$ cat src/rtl/irq_arbiter.sv
// irq_arbiter: mip composition, interrupt qualification, fixed-priority
// selection and req/ack presentation to the trap logic.
module irq_arbiter #(
  parameter int          SYNC_STAGES = 2,
  parameter logic [31:0] MIP_SW_MASK = 32'h0000_0111
) (
  input  logic        clk_i,
  input  logic        rst_i,
  input  logic        en_i,
  input  logic        irq_msip_i,
  input  logic        irq_mtip_i,
  input  logic        irq_meip_i,
  input  logic        mip_wr_en_i,
  input  logic [31:0] mip_data_i,
  input  logic [31:0] mie_i,
  input  logic [31:0] mideleg_i,
  input  logic        mstatus_mie_i,
  input  logic        mstatus_uie_i,
  input  logic [1:0]  current_mode_i,
  input  logic        irq_ack_i,
  output logic        irq_req_o,
  output logic [31:0] irq_cause_o,
  output logic        irq_deleg_o,
  output logic [31:0] mip_o
);

  localparam logic [1:0]  MODE_M    = 2'b11;
  localparam logic [1:0]  MODE_U    = 2'b00;
  // M-level bits 3/7/11 can never be delegated.
  localparam logic [31:0] M_ONLY    = 32'h0000_0888;

  typedef enum logic [1:0] {IDLE, REQ, HOLD} state_t;

  state_t                 state_q, state_d;
  logic [SYNC_STAGES-1:0] meip_sync;
  logic [31:0]            sw_bits;
  logic [31:0]            pend, deleg_eff, elig;
  logic                   win_vld;
  logic [4:0]             win_code;
  logic                   load;

  // Synchronizer chain for the asynchronous external interrupt.
  always_ff @(posedge clk_i or posedge rst_i) begin
    if (rst_i) meip_sync <= '0;
    else begin
      meip_sync[0] <= irq_meip_i;
      for (int i = 1; i < SYNC_STAGES; i++) meip_sync[i] <= meip_sync[i-1];
    end
  end

  // Software-writable mip bits; other written bits are dropped by the mask.
  always_ff @(posedge clk_i or posedge rst_i) begin
    if (rst_i)            sw_bits <= '0;
    else if (mip_wr_en_i) sw_bits <= mip_data_i & MIP_SW_MASK;
  end

  // Composed mip: hardware M bits OR'ed with software U bits.
  always_comb begin
    mip_o     = sw_bits;
    mip_o[3]  = irq_msip_i;
    mip_o[7]  = irq_mtip_i;
    mip_o[11] = meip_sync[SYNC_STAGES-1];
  end

  // Per-bit eligibility against enables, delegation and privilege mode.
  always_comb begin
    pend      = mip_o & mie_i;
    deleg_eff = mideleg_i & ~M_ONLY;
    for (int b = 0; b < 32; b++) begin
      if (deleg_eff[b])
        elig[b] = pend[b] && (current_mode_i == MODE_U) && mstatus_uie_i;
      else
        elig[b] = pend[b] && ((current_mode_i != MODE_M) || mstatus_mie_i);
    end
  end

  // Fixed priority: MEI > MSI > MTI > UEI > USI > UTI.
  always_comb begin
    win_vld  = 1'b1;
    win_code = 5'd0;
    if      (elig[11]) win_code = 5'd11;
    else if (elig[3])  win_code = 5'd3;
    else if (elig[7])  win_code = 5'd7;
    else if (elig[8])  win_code = 5'd8;
    else if (elig[0])  win_code = 5'd0;
    else if (elig[4])  win_code = 5'd4;
    else               win_vld  = 1'b0;
  end

  // Next-state logic; the latched cause drives the withdraw check in REQ.
  always_comb begin
    state_d = state_q;
    load    = 1'b0;
    case (state_q)
      IDLE: if (win_vld && en_i) begin
        state_d = REQ;
        load    = 1'b1;
      end
      REQ: begin
        if (irq_ack_i)                     state_d = HOLD;
        else if (!elig[irq_cause_o[4:0]])  state_d = IDLE;
      end
      HOLD:    state_d = IDLE;
      default: state_d = IDLE;
    endcase
  end

  // State register plus cause/target capture; outputs frozen outside a load.
  always_ff @(posedge clk_i or posedge rst_i) begin
    if (rst_i) begin
      state_q     <= IDLE;
      irq_cause_o <= '0;
      irq_deleg_o <= 1'b0;
    end else begin
      state_q <= state_d;
      if (load) begin
        irq_cause_o <= {1'b1, 26'd0, win_code};
        irq_deleg_o <= deleg_eff[win_code];
      end
    end
  end

  assign irq_req_o = (state_q == REQ);

endmodule

$ cat config.mk
export PLATFORM = sky130hd
export DESIGN_NAME = irq_arbiter
export DESIGN_NICKNAME = d
export VERILOG_FILES = /design/src/rtl/irq_arbiter.sv
export SDC_FILE = /design/constraint.sdc
export NUM_CORES = 1
export LEC_CHECK = 0
export CELL_PAD_IN_SITES_DETAIL_PLACEMENT = 0
export CELL_PAD_IN_SITES_GLOBAL_PLACEMENT = 1
export CORE_MARGIN = 10
export CORE_UTILIZATION = 14
export CTS_CLUSTER_DIAMETER = 120
export DETAILED_ROUTE_END_ITERATION = 8
export GPL_TIMING_DRIVEN = 0
export PLACE_DENSITY = 0.87
export SLEW_MARGIN = 15
export SYNTH_ARGS = -nofsm -noshare
export SYNTH_HDL_FRONTEND = slang
export SYNTH_SLANG_ARGS = --single-unit
export TNS_END_PERCENT = 30
$ cat constraint.sdc
create_clock -name clk_i -period 2.1 [get_ports clk_i]
set_clock_uncertainty 0.05 [all_clocks]
set_input_delay 0.315 -clock clk_i [delete_from_list [all_inputs] [get_ports clk_i]]
set_output_delay 0.315 -clock clk_i [all_outputs]
set_load 0.03 [all_outputs]
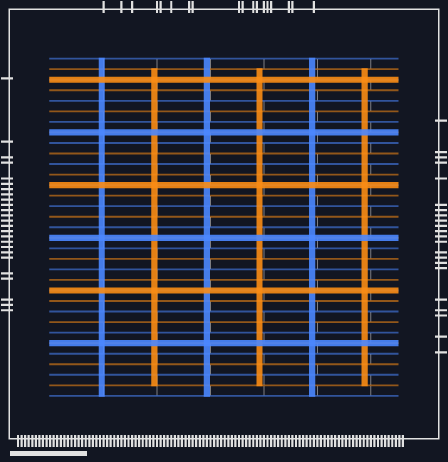
**Above:** floorplan with the power grid.
Scale bar: 20 um. Pins as bars on the die edge. Tap cells in grey.
orange -> VDD
blue -> VSS
met5 straps = 6
rows = 32
met4 straps = 6
tap cells = 102

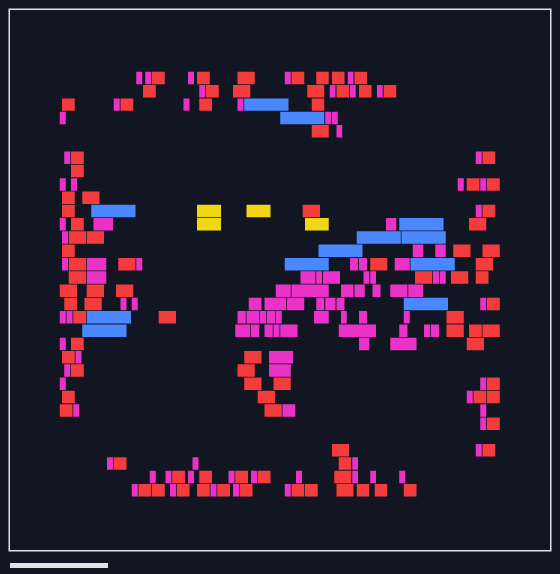
**Above:** cell classes on the final placement.
Scale bar: 20 um.
blue -> flip-flops  # cells 12, share of their area 17%
yellow -> clock drivers and dummy loads  # cells 4, share of their area 3.1%
magenta -> all other logic  # cells 111, share of their area 35%
red -> other buffers and delay cells  # cells 93, share of their area 45%

==> notes.md <==
Physical design

The endpoint of the worst hold path is reported as meip_sync[1]. The tally of OpenROAD warnings stands at about 110. Among all stages on the critical path, the largest delay is contributed by clkdlybuf4s50_1. The register clock-pin slew on the reported worst setup and hold paths stands at 70 ps. OpenSTA lists the critical path endpoint as mip_o[7]. The multi-input combinational area share stands at 0.317.

In the finished design the tool counted flip-flops and latches totalling 12. Ranked by flip-flop count, first place goes to irq_cause_o. The fraction of area in non-clock buffers stands at 0.418. For this run, global-route usage on met2 was measured as 0.0959. The time the worst path needs with I/O delays and setup stands at a little under 2000 ps. In the final layout, excluding clock buffers the buffer count is roughly 93. At the end of the flow the core is filled with cells to 0.240. The XOR/XNOR share of the synthesized area stands at 0. The post-detailed-route count of antenna-violating nets stands at 0. The yosys warning tally stands at 0. The flow reported a cell area power density of 658 nW/um^2. The core region area stands at roughly 8000 um^2. The switching portion of total power comes to 0.418. The largest voltage drop on the vdd net stands at approximately 0.00029 V. After detailed routing, the total wire length is roughly 3500 um. Buffers added to address setup during post-CTS repair amount to 0. STA classifies the critical path endpoint as an output pin.

The share of total power in combinational logic stands at 0.525. The largest registers in the layout are irq_cause_o (4), sw_bits (3). Synthesis produced between 100 and 150 cells. Endpoints with negative setup slack in the final report add up to 0. Tap insertion was completed with 102 tapcells.

STA reports a reg2reg setup slack of 380 ps. The total clock sinks stands at 12. The flow ran to the end, and the final reports show no timing, DRC or antenna violations. Per the timing report, the achievable frequency comes out to 0.513 GHz.

The combined flip-flop and latch cell area stands at approximately 300 um^2. For this run the detailed placement stage logged an HPWL of roughly 3100 um. The power drawn by the clock network stands at ~0.27 mW. In this run, synthesis produced a sequential element count of 12. The startpoint identified for the worst hold timing path is meip_sync[0]. The number of design rule violations left after detail routing stands at 0.

Per STA, the worst path is made up of clkdlybuf4s50_1 > buf_4 > clkdlybuf4s50_1.
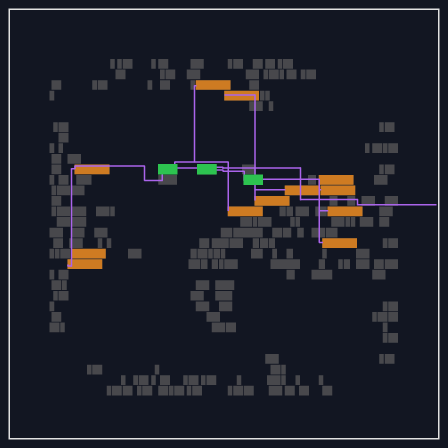
**Above:** clock wires, drivers and flops.
orange -> flip-flops  # count 12
green -> cells driving clock nets  # count 3
purple -> clock wires  # length 285 um
routed clock nets = 4

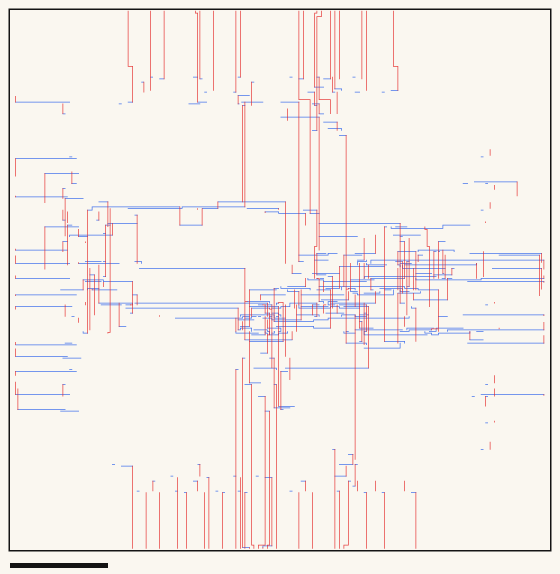
**Above:** wiring by layer.
Scale bar: 20 um. Two of the layers only.
blue -> met1  # wire length 1330 um
red -> met2  # wire length 1740 um

Power is estimated from default activity; no workload was simulated.
